**Wires at chosen ports, followed through buffers**

The bar under the picture is 50 µm long.
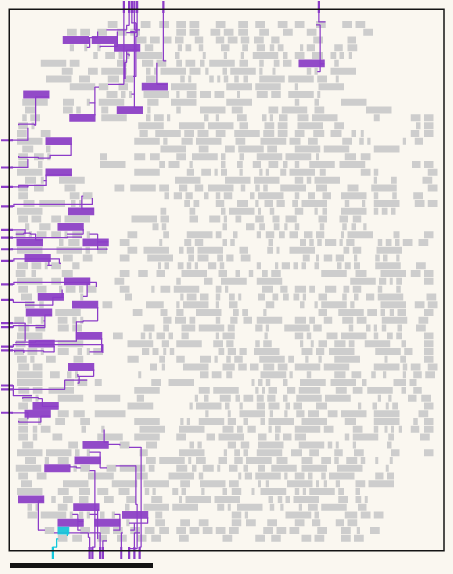
**Cells coloured by class**

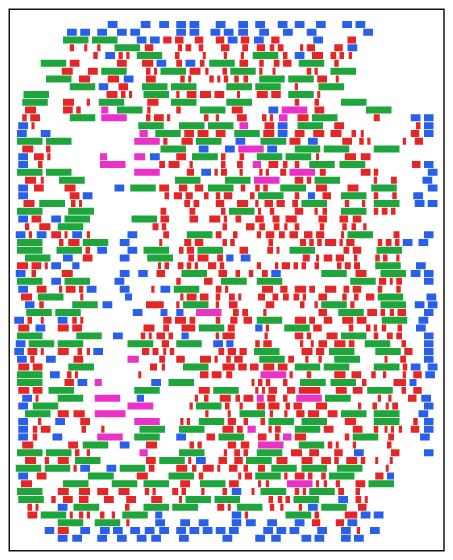
### src/rtl/busca_instrucao.sv
// -----------------------------------------------------------------------------
// busca_instrucao -- instruction fetch stage
//
// Fetches one 32-bit instruction word per request from an instruction memory.
// It presents the word, together with its address, on registered outputs that
// feed the field decoder. The stage honours a downstream stall (parar) and a
// one-cycle redirect pulse (desvio) from branch/jump resolution.
//
// Parameters
//   PC_RESET      fetch address loaded on reset
//
// Ports
//   clock         single clock, all state updates on the rising edge
//   reset         asynchronous, active-high reset
//   mem_req       instruction-memory read request (registered)
//   mem_endereco  word address of the outstanding request (registered)
//   mem_pronto    memory returns mem_dado this cycle
//   mem_dado      instruction word from memory
//   parar         downstream stall: the decoder cannot accept a new word
//   desvio        redirect pulse (taken branch/jump)
//   desvio_alvo   redirect target address (low two bits are ignored)
//   instrucao     registered instruction word
//   pc_atual      address of instrucao
//   pc_mais4      pc_atual + 4, combinational, wraps modulo 2^32
//   valida        instrucao/pc_atual hold a live instruction
//
// States
//   OCIOSO    one idle cycle after reset, then start fetching
//   BUSCA     request outstanding at pc; accept the word when it returns
//   SEGURA    word returned while stalled; it waits in an internal buffer
//   DESCARTE  redirect arrived while a request was still pending; wait for
//             that stale word, drop it, then fetch at the new target
// -----------------------------------------------------------------------------
module busca_instrucao #(
  parameter logic [31:0] PC_RESET = 32'h0000_0000
) (
  input  logic        clock,
  input  logic        reset,
  output logic        mem_req,
  output logic [31:0] mem_endereco,
  input  logic        mem_pronto,
  input  logic [31:0] mem_dado,
  input  logic        parar,
  input  logic        desvio,
  input  logic [31:0] desvio_alvo,
  output logic [31:0] instrucao,
  output logic [31:0] pc_atual,
  output logic [31:0] pc_mais4,
  output logic        valida
);

  typedef enum logic [1:0] {
    OCIOSO   = 2'd0,
    BUSCA    = 2'd1,
    SEGURA   = 2'd2,
    DESCARTE = 2'd3
  } estado_t;

  estado_t     estado;

  // Address of the next word to fetch. In DESCARTE this already holds the
  // redirect target while mem_endereco keeps the stale address still on the bus.
  logic [31:0] pc;
  logic [31:0] pc_prox;

  // Word captured while the decoder was stalled, and the address it came from.
  logic [31:0] buf_dado;
  logic [31:0] buf_endereco;

  // Redirect target forced onto a word boundary.
  logic [31:0] alvo;

  assign pc_prox  = pc + 32'd4;
  assign alvo     = desvio_alvo & 32'hFFFF_FFFC;
  assign pc_mais4 = pc_atual + 32'd4;

  // mem_req and mem_endereco are registered alongside the state so that the
  // memory sees glitch-free request signals. Every transition into BUSCA
  // therefore loads mem_endereco with the address that BUSCA will request.
  always_ff @(posedge clock or posedge reset) begin
    if (reset) begin
      estado       <= OCIOSO;
      pc           <= PC_RESET;
      mem_req      <= 1'b0;
      mem_endereco <= PC_RESET;
      instrucao    <= 32'h0;
      pc_atual     <= 32'h0;
      valida       <= 1'b0;
      buf_dado     <= 32'h0;
      buf_endereco <= 32'h0;
    end else begin
      case (estado)
        OCIOSO: begin
          estado  <= BUSCA;
          mem_req <= 1'b1;
          if (desvio) begin
            pc           <= alvo;
            mem_endereco <= alvo;
            valida       <= 1'b0;
          end else begin
            mem_endereco <= pc;
            if (!parar) begin
              valida <= 1'b0;
            end
          end
        end

        BUSCA: begin
          if (desvio) begin
            // The redirect squashes the presented word and any returning word.
            valida <= 1'b0;
            pc     <= alvo;
            if (mem_pronto) begin
              // The pending request completed this cycle, so the target can
              // be requested straight away.
              mem_endereco <= alvo;
            end else begin
              // The memory still owes us a word for the old address; keep
              // that request on the bus until it arrives, then drop it.
              estado <= DESCARTE;
            end
          end else if (mem_pronto) begin
            pc           <= pc_prox;
            mem_endereco <= pc_prox;
            if (parar) begin
              // Decoder is busy: park the word instead of overwriting the
              // word it is still holding.
              buf_dado     <= mem_dado;
              buf_endereco <= pc;
              mem_req      <= 1'b0;
              estado       <= SEGURA;
            end else begin
              instrucao <= mem_dado;
              pc_atual  <= pc;
              valida    <= 1'b1;
            end
          end else if (!parar) begin
            // The decoder took the presented word and nothing new arrived.
            valida <= 1'b0;
          end
        end

        SEGURA: begin
          // mem_pronto is ignored here: no request is outstanding.
          if (desvio) begin
            valida       <= 1'b0;
            pc           <= alvo;
            mem_endereco <= alvo;
            mem_req      <= 1'b1;
            estado       <= BUSCA;
          end else if (!parar) begin
            instrucao    <= buf_dado;
            pc_atual     <= buf_endereco;
            valida       <= 1'b1;
            mem_endereco <= pc;
            mem_req      <= 1'b1;
            estado       <= BUSCA;
          end
        end

        DESCARTE: begin
          // A further redirect only retargets; the stale request stays on the
          // bus until the memory answers it.
          if (desvio) begin
            valida <= 1'b0;
            pc     <= alvo;
          end
          if (mem_pronto) begin
            // Stale word dropped. If a redirect lands in the same cycle, its
            // target is the next address to fetch.
            estado       <= BUSCA;
            mem_endereco <= desvio ? alvo : pc;
          end
        end

        default: begin
          estado  <= OCIOSO;
          mem_req <= 1'b0;
          valida  <= 1'b0;
        end
      endcase
    end
  end

endmodule

### config.mk
export PLATFORM = sky130hd
export DESIGN_NAME = busca_instrucao
export DESIGN_NICKNAME = d
export VERILOG_FILES = /design/src/rtl/busca_instrucao.sv
export SDC_FILE = /design/constraint.sdc
export NUM_CORES = 1
export LEC_CHECK = 0
export CELL_PAD_IN_SITES_DETAIL_PLACEMENT = 1
export CELL_PAD_IN_SITES_GLOBAL_PLACEMENT = 2
export CORE_ASPECT_RATIO = 1.25
export CORE_UTILIZATION = 35
export DETAILED_ROUTE_END_ITERATION = 7
export PLACE_DENSITY = 0.86
export SETUP_SLACK_MARGIN = 0.1
export SLEW_MARGIN = 20
export SYNTH_ARGS = -nofsm -noshare
export SYNTH_HDL_FRONTEND = slang
export SYNTH_SLANG_ARGS = --single-unit
export TNS_END_PERCENT = 50
### constraint.sdc
create_clock -name clock -period 9.8 [get_ports clock]
set_clock_uncertainty 0.15 [all_clocks]
set_input_delay 1.47 -clock clock [delete_from_list [all_inputs] [get_ports clock]]
set_output_delay 1.47 -clock clock [all_outputs]
set_load 0.05 [all_outputs]
==> flow_summary.yaml <==
# synthesis and place-and-route metrics
yosys:
  fp_nets: 1012
  avgSynthCellArea_um2: 10.4
  synth_cells: 941
  yosys-stat-cells: 941
  synthTopCellsByArea: "dfrtp_1, mux2_2, mux2i_1"
  largest_area_cell: "dfrtp_1"
  synth_cell_types: 49
  synth_warnings: 0
  synth-edff-count: 0
  top_cells_by_count: "dfrtp_1, nand2_1, o21ai_0, mux2_2, mux2i_1"
  synthFlopType: "dfrtp_1"
  synth_top_cell_by_count: "dfrtp_1"
  top_area_frac: 0.503
power:
  intPower_uw: 1790
  pwr-share-comb: 0.385
  p_leak_uw: 0.00513
  vdd_drop_max_mv: 0.121
  power_uw: 3040
  seqPwrFrac: 0.385
  switching_share: 0.412
timing:
  hold_viol: 0
  timing.final.crit_share: 0.546
  slew_headroom: 0.368
  setup_viol: 0
  max_freq_mhz: 187
cts:
  cts_sinks: 196
  cts_made_buffers: 17
  clock.latency.late_pin_ps: 440
  htree_levels: 4
global_route:
  grt_usage: 0.199
  grt.busiest_layer: "met2"
  antenna_found_initial: 0
  grt_pass1_wl_um: 43800
  grt_use_met2: 0.340
  use_met1: 0.245
  grt_pass1_vias: 7938
worst_setup_path:
  crit_arrival_ps: 3730
  start_kind: "flop"
  cpPeakStageDelay_ps: 820
  crit_chain: "nand4_1 > nor4_1 > nor2b_1 > nand3_1 > xnor2_1 > clkdlybuf4s50_1"
  criticalPathCategory: "flop to primary output"
  cp.required_ps: 8180
run_status:
  status: "finished, final reports clean"
final_layout:
  layout-drive-gt1-share: 0.127
  fillers: 2977
  diodes: 0
  logic_area_um2: 4550
placed_design:
  place_hpwl_um: 18900
  gp_congestion: 0.761
worst_hold_path:
  min-delay-start: "instrucao[9]"
floorplanning:
  die-area_um2: 28500
  die-width_um: 151
routing:
  first_pass_iters: 4
  dr_total_vias: 7581
Notes on 'wires at chosen ports, followed through buffers' above:
Purple marks instrucao, bits 32, direction output, end cells 32, wire 1020 µm. Cyan marks reset, bits 1, direction input, end cells 1, wire 7.50 µm.
# IOs: 199
PortBufs: 196

Notes on 'cells coloured by class' above:
Blue marks other buffers and delay cells, cells 209. Magenta marks clock drivers and dummy loads, cells 31. Green marks flip-flops, cells 196. Red marks all other logic, cells 667.
row cnt: 67
Final Instance Area: 12600 µm²
Core Box Area: 27100 µm²
Seq area share: 0.391
Finished Core Util: 0.464

-- layout by cell type, fill, tap and decap left out, types with 17 or more instances in the layout --
| cell type | instances |
|---|---|
| clkdlybuf4s50_1 | 196 |
| nand2_1 | 117 |
| nand3_1 | 34 |
| xor2_1 | 28 |
| nor3_1 | 17 |
| nor2_1 | 27 |
| a21oi_1 | 22 |
| dfrtp_1 | 196 |
| o21ai_0 | 101 |
| mux2_2 | 81 |
| mux2i_1 | 65 |
| or3_1 | 17 |
| clkbuf_16 | 17 |
| xnor2_1 | 51 |
-- logic make-up (layout without fill, tap and decap cells) --
kind of cell	after synthesis	after routing	share of synthesized area
AOI/OAI and AO/OA	148	148	0.0834
xor gates and xnor gates	79	79	0.0709
and+or+nand+nor	285	285	0.145
adders and majority gates	2	2	0.00257
DFF	196	196	0.503
buffers and inverters	85	247	0.0350
muxes	146	146	0.160
-- metal layers --
metal / up-vias / wire length [µm] / share of wire
met5: - / 0 / 0
li1: 3575 / - / -
met2: 147 / 13900 / 0.51
met1: 3839 / 11400 / 0.42
met3: 20 / 1460 / 0.054
met4: 0 / 394 / 0.015
-- sequential cells by signal (all words and copies together) (netlist names) --
register and cells:
mem_req 1, valida 1, buf_dado 32, pc 32, instrucao 32, mem_endereco 32
estado 2, pc_atual 32, buf_endereco 32
-- tightest hold or removal path, stage by stage (launching register included) --
cell and delay, ps:
dfrtp_1 350, nand2_1 40, o21ai_0 60
-- stage by stage --
stage	instance area, µm²	hold WS (ps)	utilization	cells	worst slack [ps]
6_report	12600	333	0.464	1448	4450
2_1_floorplan	9750	330	-	941	2840
4_1_cts	12600	341	0.464	1448	4310
5_1_grt	12600	358	0.464	1448	4090
3_5_place_dp	12000	318	0.442	1417	4790
3_3_place_gp	12000	311	0.442	1417	4820
-- layout make-up --
| cell class | instances | area share |
|---|---|---|
| clock buffer | 17 | 0.0339 |
| sequential | 196 | 0.391 |
| tap | 345 | 0.0344 |
| multi-input combinational | 660 | 0.363 |
| clock inverter | 14 | 0.0115 |
| inverter | 7 | 0.00269 |
| timing repair buffer | 209 | 0.164 |
-- worst max-delay path by stage --
stage / from / to / slack, ps / cells past startpoint
finish: pc_atual[7] / pc_mais4[31] / 4450 / 6
global route: pc_atual[7] / pc_mais4[31] / 4090 / 6
CTS: pc_atual[7] / pc_mais4[31] / 4310 / 6
detailed placement: pc_atual[7] / pc_mais4[31] / 4790 / 6
global placement: pc_atual[7] / pc_mais4[31] / 4820 / 6
floorplan: reset / buf_dado[0] / 2840 / 1
-- power groups by stage --
stage / clock network (µW) / logic [µW] / registers [µW]
after floorplan: 0 / 471 / 1480
after global placement: 0 / 1160 / 1180
after detailed placement: 0 / 1180 / 1190
after CTS: 715 / 1190 / 1180
after global routing: 744 / 1240 / 1200
final: 696 / 1170 / 1170
Power and IR drop assume default switching activity.
